## src/rtl/alu_pkg.sv

```systemverilog
// alu_pkg: ALU select encodings and issue-unit state encoding shared by the execute stage
package alu_pkg;

    localparam logic [2:0] ALU_ADD   = 3'd0;
    localparam logic [2:0] ALU_SUB   = 3'd1;
    localparam logic [2:0] ALU_AND   = 3'd2;
    localparam logic [2:0] ALU_OR    = 3'd3;
    localparam logic [2:0] ALU_SLT   = 3'd4;
    localparam logic [2:0] ALU_MUL   = 3'd5;
    localparam logic [2:0] ALU_DIV   = 3'd6;
    localparam logic [2:0] ALU_PASSB = 3'd7;

    typedef enum logic [1:0] {
        IDLE = 2'd0,
        EXEC = 2'd1,
        DONE = 2'd2
    } state_t;

endpackage

```

## src/rtl/alu_issue_if.sv

```systemverilog
// alu_issue_if: upstream op handshake, ALU operand/result wiring and downstream result handshake
interface alu_issue_if;

    logic        in_valid;
    logic        in_ready;
    logic [31:0] in_a;
    logic [31:0] in_b;
    logic [2:0]  in_sel;
    logic [4:0]  in_rd;
    logic        flush;
    logic [31:0] A;
    logic [31:0] B;
    logic [2:0]  SEL;
    logic [31:0] R;
    logic        ZF;
    logic        out_valid;
    logic        out_ready;
    logic [31:0] out_result;
    logic        out_zf;
    logic [4:0]  out_rd;
    logic        out_divz;

    modport slave (
        input  in_valid, in_a, in_b, in_sel, in_rd, flush, R, ZF, out_ready,
        output in_ready, A, B, SEL, out_valid, out_result, out_zf, out_rd, out_divz
    );

    modport master (
        output in_valid, in_a, in_b, in_sel, in_rd, flush, R, ZF, out_ready,
        input  in_ready, A, B, SEL, out_valid, out_result, out_zf, out_rd, out_divz
    );

endinterface

```

## src/rtl/alu_issue.sv

```systemverilog
// alu_issue: latches one op, holds it on the ALU for a multicycle window, then registers R/ZF for downstream
module alu_issue
    import alu_pkg::*;
#(
    parameter int MUL_CYCLES = 4,
    parameter int DIV_CYCLES = 8
) (
    input logic       clk,
    input logic       rst,
    alu_issue_if.slave bus
);

    localparam int MAXC = (MUL_CYCLES > DIV_CYCLES) ? MUL_CYCLES : DIV_CYCLES;
    localparam int CW   = (MAXC > 1) ? $clog2(MAXC) : 1;

    state_t        state;
    state_t        state_n;
    logic [CW-1:0] cnt;
    logic [CW-1:0] cnt_load;
    logic [4:0]    rd;
    logic          take;
    logic          last;
    logic          divz;

    assign bus.in_ready  = !rst && !bus.flush && (state == IDLE || (state == DONE && bus.out_ready));
    assign bus.out_valid = (state == DONE);
    assign take          = bus.in_valid && bus.in_ready;
    assign last          = (state == EXEC) && (cnt == '0);
    assign divz          = (bus.SEL == ALU_DIV) && (bus.B == '0);
    // divide by zero gets a single EXEC cycle, so it loads 0 like a simple op
    assign cnt_load      = (bus.in_sel == ALU_MUL) ? CW'(MUL_CYCLES - 1) :
                           (bus.in_sel == ALU_DIV && bus.in_b != '0) ? CW'(DIV_CYCLES - 1) : '0;

    // next state: flush wins, then a new transfer, then EXEC completion, then retire
    always_comb begin
        state_n = state;
        state_n = bus.flush ? IDLE :
                  take ? EXEC :
                  last ? DONE :
                  (state == DONE && bus.out_ready) ? IDLE : state;
    end

    // state, held operands, window counter and registered result
    always_ff @(posedge clk) begin
        if (rst) begin
            state          <= IDLE;
            cnt            <= '0;
            rd             <= '0;
            bus.A          <= '0;
            bus.B          <= '0;
            bus.SEL        <= '0;
            bus.out_result <= '0;
            bus.out_zf     <= 1'b0;
            bus.out_rd     <= '0;
            bus.out_divz   <= 1'b0;
        end else begin
            state <= state_n;
            if (take) begin
                bus.A   <= bus.in_a;
                bus.B   <= bus.in_b;
                bus.SEL <= bus.in_sel;
                rd      <= bus.in_rd;
                cnt     <= cnt_load;
            end else if (state == EXEC && cnt != '0 && !bus.flush) begin
                cnt <= cnt - 1'b1;
            end
            if (last && !bus.flush) begin
                bus.out_result <= divz ? 32'd0 : bus.R;
                bus.out_zf     <= divz ? 1'b1 : bus.ZF;
                bus.out_rd     <= rd;
                bus.out_divz   <= divz;
            end
        end
    end

endmodule
```

## src/flat_wrapper.sv

```systemverilog
// flat-port wrapper written by rule: the top's interface ports become plain ports
module alu_issue_flat import alu_pkg::*;
#(
    parameter int MUL_CYCLES = 4,
    parameter int DIV_CYCLES = 8
)
  (clk, rst, bus_in_valid, bus_in_a, bus_in_b, bus_in_sel, bus_in_rd, bus_flush, bus_R, bus_ZF, bus_out_ready, bus_in_ready, bus_A, bus_B, bus_SEL, bus_out_valid, bus_out_result, bus_out_zf, bus_out_rd, bus_out_divz);
  alu_issue_if bus_i ();
  input logic clk;
  input logic rst;
  input wire logic [$bits(bus_i.in_valid)-1:0] bus_in_valid;
  input wire logic [$bits(bus_i.in_a)-1:0] bus_in_a;
  input wire logic [$bits(bus_i.in_b)-1:0] bus_in_b;
  input wire logic [$bits(bus_i.in_sel)-1:0] bus_in_sel;
  input wire logic [$bits(bus_i.in_rd)-1:0] bus_in_rd;
  input wire logic [$bits(bus_i.flush)-1:0] bus_flush;
  input wire logic [$bits(bus_i.R)-1:0] bus_R;
  input wire logic [$bits(bus_i.ZF)-1:0] bus_ZF;
  input wire logic [$bits(bus_i.out_ready)-1:0] bus_out_ready;
  output wire logic [$bits(bus_i.in_ready)-1:0] bus_in_ready;
  output wire logic [$bits(bus_i.A)-1:0] bus_A;
  output wire logic [$bits(bus_i.B)-1:0] bus_B;
  output wire logic [$bits(bus_i.SEL)-1:0] bus_SEL;
  output wire logic [$bits(bus_i.out_valid)-1:0] bus_out_valid;
  output wire logic [$bits(bus_i.out_result)-1:0] bus_out_result;
  output wire logic [$bits(bus_i.out_zf)-1:0] bus_out_zf;
  output wire logic [$bits(bus_i.out_rd)-1:0] bus_out_rd;
  output wire logic [$bits(bus_i.out_divz)-1:0] bus_out_divz;
  assign bus_i.in_valid = bus_in_valid;
  assign bus_i.in_a = bus_in_a;
  assign bus_i.in_b = bus_in_b;
  assign bus_i.in_sel = bus_in_sel;
  assign bus_i.in_rd = bus_in_rd;
  assign bus_i.flush = bus_flush;
  assign bus_i.R = bus_R;
  assign bus_i.ZF = bus_ZF;
  assign bus_i.out_ready = bus_out_ready;
  assign bus_in_ready = bus_i.in_ready;
  assign bus_A = bus_i.A;
  assign bus_B = bus_i.B;
  assign bus_SEL = bus_i.SEL;
  assign bus_out_valid = bus_i.out_valid;
  assign bus_out_result = bus_i.out_result;
  assign bus_out_zf = bus_i.out_zf;
  assign bus_out_rd = bus_i.out_rd;
  assign bus_out_divz = bus_i.out_divz;
  alu_issue #(.MUL_CYCLES(MUL_CYCLES), .DIV_CYCLES(DIV_CYCLES)) u_core (.clk(clk), .rst(rst), .bus(bus_i));
endmodule
```

## config.mk

```make
export PLATFORM = sky130hd
export DESIGN_NAME = alu_issue_flat
export DESIGN_NICKNAME = d
export VERILOG_FILES = /design/src/rtl/alu_pkg.sv /design/src/rtl/alu_issue_if.sv /design/src/rtl/alu_issue.sv /design/src/flat_wrapper.sv
export SDC_FILE = /design/constraint.sdc
export NUM_CORES = 1
export LEC_CHECK = 0
export CORE_MARGIN = 2
export CORE_UTILIZATION = 36
export CTS_CLUSTER_SIZE = 14
export DETAILED_ROUTE_END_ITERATION = 8
export PLACE_DENSITY = 0.85
export RECOVER_POWER = 100
export SLEW_MARGIN = 20
export SYNTH_ARGS = -nofsm -noshare
export SYNTH_HDL_FRONTEND = slang
export SYNTH_SLANG_ARGS = --single-unit
export TNS_END_PERCENT = 100
```

## constraint.sdc

```tcl
create_clock -name clk -period 2 [get_ports clk]
set_clock_uncertainty 0.2 [all_clocks]
set_input_delay 0.3 -clock clk [delete_from_list [all_inputs] [get_ports clk]]
set_output_delay 0.3 -clock clk [all_outputs]
set_load 0.01 [all_outputs]
```

Figure 1. Metal 1.
Scale bar: 20 microns.
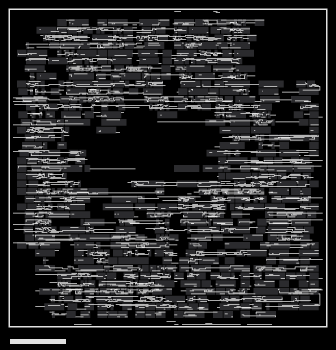
share of all routed wire: 39%
nets with wire on the layer: 707
wire length on this layer: 5120 microns
met1 usage: 22.7%
Routed WL: 13.1 mm
routed via count: 4288

Figure 2. Metal 2.
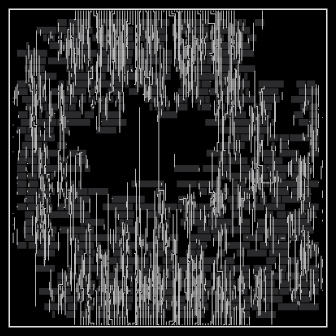
main direction: vertical
longest straight run: 40.8 microns

Figure 3. M3 wires.
Scale bar: 20 microns.
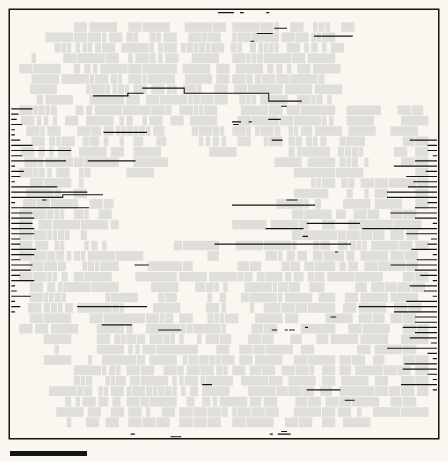
longest straight run: 35.4 microns
share of all routed wire: 5.8%
main direction: horizontal
met3 Usage GRT: 5.72%

Figure 4. Sequential cells coloured by netlist name.
Other sequential cells in the stronger grey, the rest of the logic in the fainter grey.
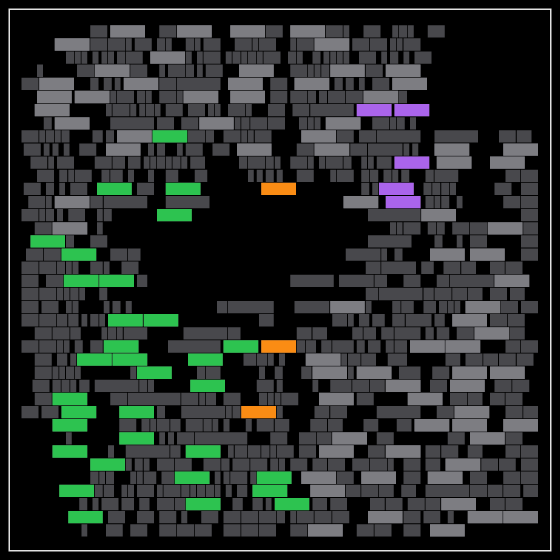
[purple] u_core.rd | flops: 5 | where: upper right
[orange] u_core.bus.SEL | flops: 3
[green] u_core.bus.B | flops: 32

Figure 5. Cell outlines without signal wires.
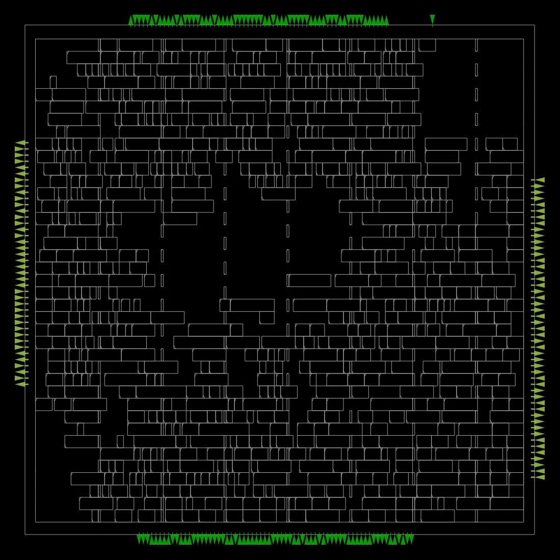
Core ar.: 11400 sq um
Final Non-Filler Cells: 865

==> results.cfg <==
; physical design summary
[routing]
ant_nets = 0
avgViaCountPerCell = 4.96
remaining_drc_errors = 0
wl_per_cell_microns = 15.2
met1_length_mm = 5.12
wl_met3_microns = 763
wl_met2_mm = 6.76
drtPass1Iterations = 4
drt_iter0_drc = 237
top_layer = met4

[layout]
utilization_pct = 64.0
final_common_cell = nand2_1
nClkBuffers = 23
lay_top_cells = 152 x nand2_1, 116 x dfxtp_1, 108 x clkdlybuf4s50_1
layout.nonclk_buf_share_pct = 33.5
clock_area_share_pct = 8.51
seq_share_pct = 31.9
final_area_sq_um = 7280
largest_class = buffers
nonClockInverterCount = 3
logic_gates = 325
regArea_sq_um = 2320
fillers = 917
reg_top3 = u_core.bus.A x32, u_core.bus.B x32, u_core.bus.out_result x32
final-comb-area_sq_um = 1710
comb_area_share_pct = 23.5
fin_nets = 821
drive_gt1_share_pct = 9.28
n_antenna_cell = 0
n_all_buffers = 246
area_delta_synth_final_pct = 73.8

[place]
placed_cells = 833
hpwlAfterDp_mm = 9.65
placed_area_sq_um = 6670
place_ws_ns = -0.332
gp_congestion = 0.852
port_buffers = 217

[power_and_ir_drop]
p_sw_share_pct = 21.0
combPwrFrac_pct = 9.7
p_clk_mw = 3.15
maxPowerGroup = clock
seq-power_mw = 2.41
peakVddDrop_mv = 0.679
power.share.clock_pct = 51.2
pg_comb_mw = 0.599
pwr_density_cell_nw_per_um2 = 846
p_leak_nw = 3.01
switching_power_mw = 1.29
seqPwrFrac_pct = 39.1

[synth]
enable_flop_cells = 0
yosys.area_share.adder_pct = 0.597
top_area_cell = dfxtp_1
postSynthSeqShare_pct = 55.4
compound_area_share_pct = 19.0
synthCells = 477
synthSimpleGateAreaFrac_pct = 21.0
xor_area_share_pct = 0
synth.distinct_cells = 33
area_leaders = dfxtp_1 55%, nand2_1 14%, a21oi_1 9.6%
synthMuxAreaShare_pct = 0
numSynthFlops = 116
ff_type = dfxtp_1
synth.logic.top_family = simple AND/OR/NAND/NOR gates
ys_async_sr_fraction_pct = 0
yosysWarnings = 0
netlist.top_cell.by_instances = nand2_1
syn_nets = 589
ys_chip_area_sq_um = 4190
top_cells_by_count = 152 x nand2_1, 116 x dfxtp_1, 80 x a21oi_1, 33 x a22o_1, 21 x clkbuf_1
syn_area_per_cell_sq_um = 8.78
top_area_share_pct = 55.4
syn_area_sq_um = 4190
yosys-stat-cells = 477

[floorplan]
rows = 39
taps = 143
fp-utilization_pct = 36.8
die-width_microns = 112
die_y_microns = 112
io_pins = 218

[clocking]
cts_root_buffer = clkbuf_16
cts_tree = built
post_cts_buffers = 0
cts_max_level = 4
holdBufCountCts = 0
cts_buffer_depth = 2
cts_resized = 5
clk_pin_slew_ns = 0.05
numCtsBuffers = 17
worstSkewPairLatency_ns = 0.41
clkSinkCount = 116

[worst_setup_path]
r2r_slack_ns = 0.11
path_buffers = 1
crit_cells = 1
worstSetupPathType = flop to output pin
path_max_fanout = 3
crit_chain = dlygate4sd3_1
timing.rr.end = u_core.bus.out_result[25]
worstSetupEndpoint = bus_B[28]
start_kind = flop
rr_worst_depth = 5
cp-end-kind = output pin
worstPathArrival_ns = 1.42
r2r-start = u_core.bus.B[6]
crit_start = u_core.bus.B[28]
crit_family = buffers and inverters
cp_slowest_cell = dlygate4sd3_1
cpPeakStageDelay_ns = 0.66

[global_route]
grt_use_total_pct = 21.1
grt_busiest_layer = met2
grt_pass1_vias = 4417
grt_max_degree = 59
grt-ovfl-total = 0
grt_pass1_wl_mm = 21.1
grtUsageMet2_pct = 37.4

[final_timing]
setup_violations = 0
hold_violations = 0
grt_setup_unrepaired = false
maxSlewViolCount = 0
finalCriticalPeriod_ns = 1.92
fin_ws_ns = 0.0837
finalCritPeriodShare_pct = 95.8
worstMarginPinSlew_ns = 0.594
fmax_mhz = 522
timing.hold.ws_ns = 0.238
timing.slew.headroom_pct = 60.4
setup_tns_ns = 0

[job]
warnings = 27
cap_viol_max_count = 0

[min_path]
holdPathEnd = u_core.bus.B[25]
holdPathStages = 3
hold_path_class = input port to flop
worst_hold_startpoint = rst

[outcome]
outcome = finished, final reports clean
